==> config.mk <==
export PLATFORM = sky130hd
export DESIGN_NAME = lu_arbiter
export DESIGN_NICKNAME = d
export VERILOG_FILES = /design/src/rtl/lu_arbiter.sv
export SDC_FILE = /design/constraint.sdc
export NUM_CORES = 1
export LEC_CHECK = 0
export CAP_MARGIN = 20
export CORE_MARGIN = 4
export CORE_UTILIZATION = 33
export DETAILED_ROUTE_END_ITERATION = 8
export HOLD_SLACK_MARGIN = 0.15
export PLACE_DENSITY = 0.86
export SYNTH_ARGS = -nofsm -noshare
export SYNTH_HDL_FRONTEND = slang
export SYNTH_SLANG_ARGS = --single-unit
==> constraint.sdc <==
create_clock -name clk -period 4.6 [get_ports clk]
set_input_delay 1.15 -clock clk [delete_from_list [all_inputs] [get_ports clk]]
set_output_delay 1.15 -clock clk [all_outputs]
set_load 0.1 [all_outputs]
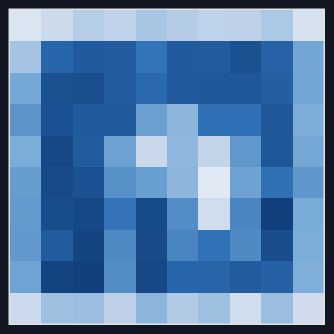
**Above:** run 1 (placement density heat map).
Drawn at 3 px/um. The die is cut into 10 by 10 equal tiles; white is low, dark blue is high, 0 to 100% covered.
The fullest tile reaches 94%. The mean over all tiles is 61%. 39% of the tiles are over 75% full.
Pre-Place Util: 34.6%
Core Region: 8890 sq um
Final Core Density: 76.8%

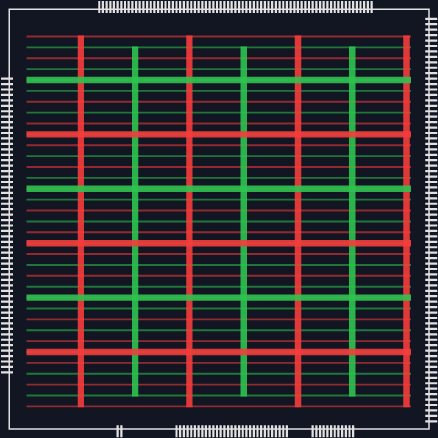
**Above:** run 1 (supply network).
Drawn at 4 px/um. Pins as bars on the die edge.
VSS: in red. VDD: in green.
7 straps on met4. The core has 34 rows. 250 signal pins sit on the boundary.
Die Y: 105 um
die width: 105 um

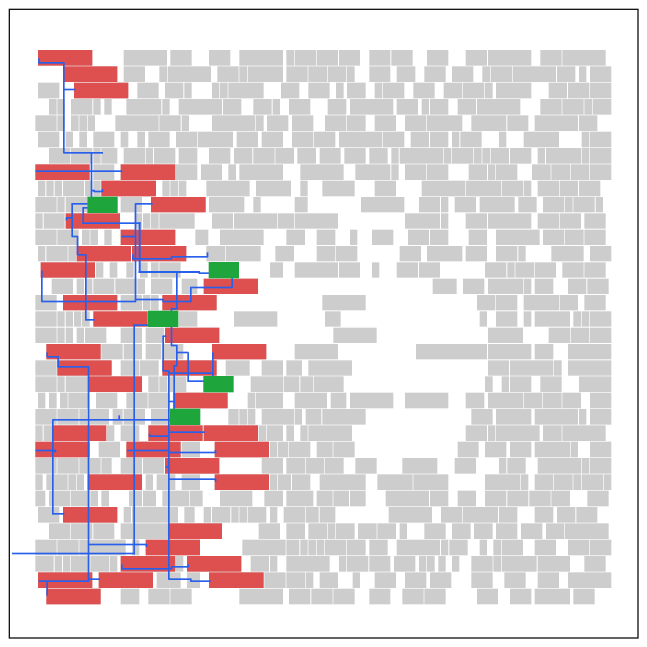
**Above:** run 1 (clock wires, drivers and flops).
Drawn at 6 px/um.
clock wires: in blue, length 517 um. flip-flops: in red, count 41. clock drivers: in green, count 5.
There are 6 routed clock nets.
Clk. pwr: 0.241 mW
worst skew pair latency: 0.29 ns
clock group share of total power: 6.0%

==> results.yml, run 1 <==
# yosys + openroad results
run_status:
  status: "completed"
final_timing:
  setup_viol: 0
  drv_slew: 0
  min_period_ns: 4.49
  hold_violations: 0
global_routing:
  grt_use_met3_pct: 8.20
  grt_pass1_vias: 4238
  antenna_found_initial: 3
  met1_usage_pct: 27.8
  grt_pass1_wl_um: 22500
route:
  drc_errors: 0
  post_drt_via_cell_ratio: 5.31
  vias: 4007
  wl_um: 14200
  first_pass_iters: 4
yosys:
  syn_area_per_cell_sq_um: 7.81
  ys_sh_adder_pct: 2.03
  yosysCellCount: 394
  ys.flop_type: "dfrtp_1"
  synth.distinct_cells: 32
  ys_sh_aoi_pct: 28.2
  synth-async-reset-ratio_pct: 100
pwr:
  p_comb_share_pct: 81.6
  peakVddDrop_v: 0.000585
  p_int_mw: 1.75
  swShare_pct: 56.3
cts:
  cts.path.max_buffers: 2
  clock-root-buffer: "clkbuf_8"
critical_path:
  r2r_cells: 5
  cp.arrival_ns: 3.34
run:
  warning_count: 30
finish:
  mi_logic_area_sq_um: 2180
  finalNonFillerCells: 755
  layout_top_cell: "clkdlybuf4s50_1"
  final_area_sq_um: 6830
  drive_gt1_share_pct: 20.8
placement:
  placed_cell_area_sq_um: 6620
  hpwl_um: 11100
  port_buffers: 249
  gp_congestion: 0.824
run 1: cell usage after synthesis (all sizes together), types with 5 or more instances:
| cell | number |
|---|---|
| ha | 5 |
| inv | 43 |
| dfrtp | 41 |
| xnor2 | 11 |
| nand2 | 109 |
| a211o | 37 |
| nor2 | 6 |
| and2 | 5 |
| a221oi | 36 |
| clkbuf | 13 |
| a21oi | 41 |
| buf | 19 |
run 1: power by group through the flow:
stage	combinational [mW]	clock, mW	sequential (mW)
floorplan	1.72	0	0.885
global placement	3.15	0	0.495
detailed placement	3.20	0	0.498
CTS	3.29	0.247	0.493
global route	3.40	0.261	0.508
finish	3.28	0.241	0.497
run 1: stage by stage:
step / total power, mW / TNS [ns] / hold slack [ns]
after floorplan: 2.61 / -0.133 / 0.508
after global placement: 3.65 / -1.06 / 0.457
after detailed placement: 3.70 / -2.16 / 0.462
after CTS: 4.03 / 0 / 0.482
after global routing: 4.17 / 0 / 0.517
final: 4.02 / 0 / 0.478
run 1: what timing repair did:
action / 4_1_cts / 5_1_grt
setup buffers: 2 / 1
resized: 11 / 7
pin swaps: 3 / 6
gates cloned: 2 / 0
endpoints found under the setup margin: 36 / 5
run 1: worst max-delay path: stages:
cell and delay [ns]:
dlygate4sd2_1 0.28, nand2b_1 0.15, a21oi_2 0.07, a211o_1 0.27
buf_4 0.14, buf_4 0.12, ha_2 0.22, buf_12 0.18
a221oi_1 0.31, a211o_1 0.19, a21oi_4 0.07, buf_12 0.17
run 1: cell type report:
cell class / instances / area share [%]
Tap cell: 108 / 1.98
Sequential cell: 41 / 15.0
Clock inverter: 3 / 0.312
Multi-Input combinational cell: 278 / 31.9
Clock buffer: 5 / 1.01
Antenna cell: 2 / 0.0733
Inverter: 43 / 2.36
Timing Repair Buffer: 275 / 47.4
**Run 1: track usage over the die**

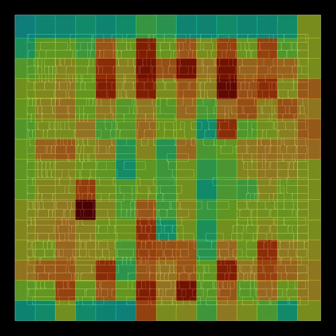

## Run 2: what changed since run 1
--- a/config.mk
+++ b/config.mk
@@ -7,10 +7,10 @@
 export LEC_CHECK = 0
 export CAP_MARGIN = 20
 export CORE_MARGIN = 4
-export CORE_UTILIZATION = 33
+export CORE_UTILIZATION = 32
 export DETAILED_ROUTE_END_ITERATION = 8
 export HOLD_SLACK_MARGIN = 0.15
-export PLACE_DENSITY = 0.86
+export PLACE_DENSITY = 0.84
 export SYNTH_ARGS = -nofsm -noshare
 export SYNTH_HDL_FRONTEND = slang
 export SYNTH_SLANG_ARGS = --single-unit
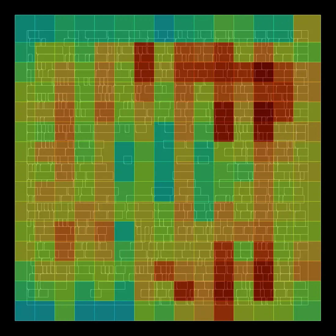
**Above:** run 2 (track usage over the die).
most used routing layer: met2
met3 Resource Use GR: 8.80%
post-DR wirelength/cell: 18.9 um

==> results.yml, run 2 <==
# yosys + openroad results
run_status:
  status: "completed"
final_timing:
  setup_viol: 0
  skew_ns: 0.0110
  hold_violations: 0
  fin_ws_ns: 0.0704
  min_period_ns: 4.53
  drv_slew: 0
  max_freq_mhz: 221
  fin_crit_sh_pct: 98.5
global_routing:
  grt_pass1_vias: 4082
  grt_pass1_wl_um: 22200
  antenna_found_initial: 1
  grt_overflow: 0
  track_usage_pct: 24.9
placement:
  gp_congestion: 0.927
  placed_cell_area_sq_um: 6610
  port_buffers: 249
  dp_worst_setup_slack_ns: -0.284
  hpwl_um: 11600
pwr:
  p_switching_mw: 2.25
  power.share.clock_pct: 5.5
  peakVddDrop_v: 0.000679
  p_int_mw: 1.75
  p_comb_share_pct: 82.0
  swShare_pct: 56.2
critical_path:
  worst-path-buf-inv: 5
  cp.arrival_ns: 3.38
  crit_path_start_kind: "input port"
  crit_required_ns: 3.45
  worst-path-stages: 12
  crit_family: "AND-OR/OR-AND gates"
  cp_slowest_cell: "a211o_1"
  crit_chain: "clkdlybuf4s15_1 > inv_1 > o22ai_1 > a211o_1 > ha_1 > nor2b_4 > buf_4 > buf_12 > a221oi_1 > a211o_1 > a21oi_4 > buf_12"
  r2r_cells: 3
  r2r_setup_slack_ns: 2.97
  max_stage_delay_ns: 0.35
  critPathKind: "input port to primary output"
yosys:
  xor_share_pct: 4.27
  synth_simple_gate_area_share_pct: 21.1
  ys_seq_elements: 41
  ys_seq_share_pct: 33.4
  synthesis.area_sq_um: 3080
  synth-async-reset-ratio_pct: 100
  yosysMostFrequentCell: "nand2_1"
  ys_sh_adder_pct: 2.03
  top_area_cell: "dfrtp_1"
  syn_area_per_cell_sq_um: 7.81
  synthTopCellsByCount: "nand2_1, inv_1, dfrtp_1"
  synth.distinct_cells: 32
  ys.flop_type: "dfrtp_1"
  ys_sh_aoi_pct: 28.2
  yosysCellCount: 394
cts:
  ctsResizeCount: 14
  cts_setup_buffers: 1
  cts.path.max_buffers: 2
  postCtsHoldBufs: 0
  clk_latency_ns: 0.29
  clk_pin_slew_ns: 0.06
  clock-root-buffer: "clkbuf_8"
die:
  die_w_um: 106
  chip_area_sq_um: 11200
  die_h_um: 106
route:
  post_drt_via_cell_ratio: 5.10
  drc_errors: 0
  wl_um: 14600
  first_pass_iters: 6
  vias: 3938
finish:
  final_area_sq_um: 6820
  drive_gt1_share_pct: 19.9
  layout_top_cell: "clkdlybuf4s50_1"
  lay_top_cells: "clkdlybuf4s50_1, nand2_1, buf_12, inv_1, dfrtp_1"
run:
  warning_count: 30
worst_hold_path:
  hold_class: "flip-flop to flip-flop"
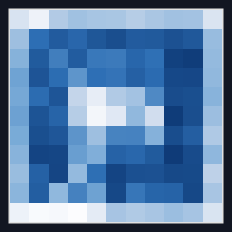
**Above:** run 2 (placement density heat map).
Drawn at 2 px/um. The die is cut into 11 by 11 equal tiles; white is low, dark blue is high, 0 to 100% covered.
The emptiest ninth of the die: middle. The mean over all tiles is 59%. 41% of the tiles are over 75% full. The fullest tile reaches 96%.
Core Region: 9280 sq um
Pre-Place Util: 33.1%
Final Core Density: 73.4%

-- run 2: per-layer routing --
layer	wire [um]	track usage [%]	part of all wire [%]	vias to the layer above
li1	-	-	-	1864
met4	668	11.5	4.6	0
met1	5270	26.8	36	1840
met2	7330	43.8	50	192
met5	0	0	0	-
met3	1330	8.80	9.1	42
-- run 2: area by class of cell --
| class | instances | area (sq um) | share of cell area (%) |
|---|---|---|---|
| Antenna cell | 1 | 2.50 | 0.0367 |
| Clock inverter | 1 | 8.76 | 0.129 |
| Multi-Input combinational cell | 278 | 2170 | 31.8 |
| Timing Repair Buffer | 273 | 3220 | 47.2 |
| Sequential cell | 41 | 1030 | 15.1 |
| Tap cell | 129 | 161 | 2.37 |
| Inverter | 43 | 161 | 2.37 |
| Clock buffer | 6 | 72.6 | 1.06 |
-- run 2: per-stage QoR --
stage	setup TNS (ns)	total power [mW]	utilization, %	hold slack, ns	instances
floorplan	-0.133	2.61	-	0.508	394
global placement	-4.11	3.63	71.2	0.457	760
detailed placement	-7.71	3.69	71.2	0.462	760
CTS	0	3.99	72.9	0.477	769
global route	0	4.16	73.4	0.504	772
finish	0	4.00	73.4	0.475	772
-- run 2: logic make-up (layout without fill, tap and decap cells) --
kind of cell / count (synthesis) / in the layout
DFF: 41 / 41
AOI/OAI and AO/OA: 117 / 117
xor gates and xnor gates: 15 / 15
buffers and inverters: 75 / 323
and+or+nand+nor: 139 / 139
other: 0 / 1
muxes: 2 / 2
adders and majority gates: 5 / 5
-- run 2: power by group through the flow --
stage               combinational [mW]  clock (mW)  sequential [mW]
floorplan                         1.72           0            0.885
finish                            3.28       0.222            0.497
CTS                               3.27       0.232            0.495
detailed placement                3.19           0            0.500
global placement                  3.13           0            0.496
global route                      3.41       0.244            0.505
No activity file was given, so power comes from the tool's default toggle rates.
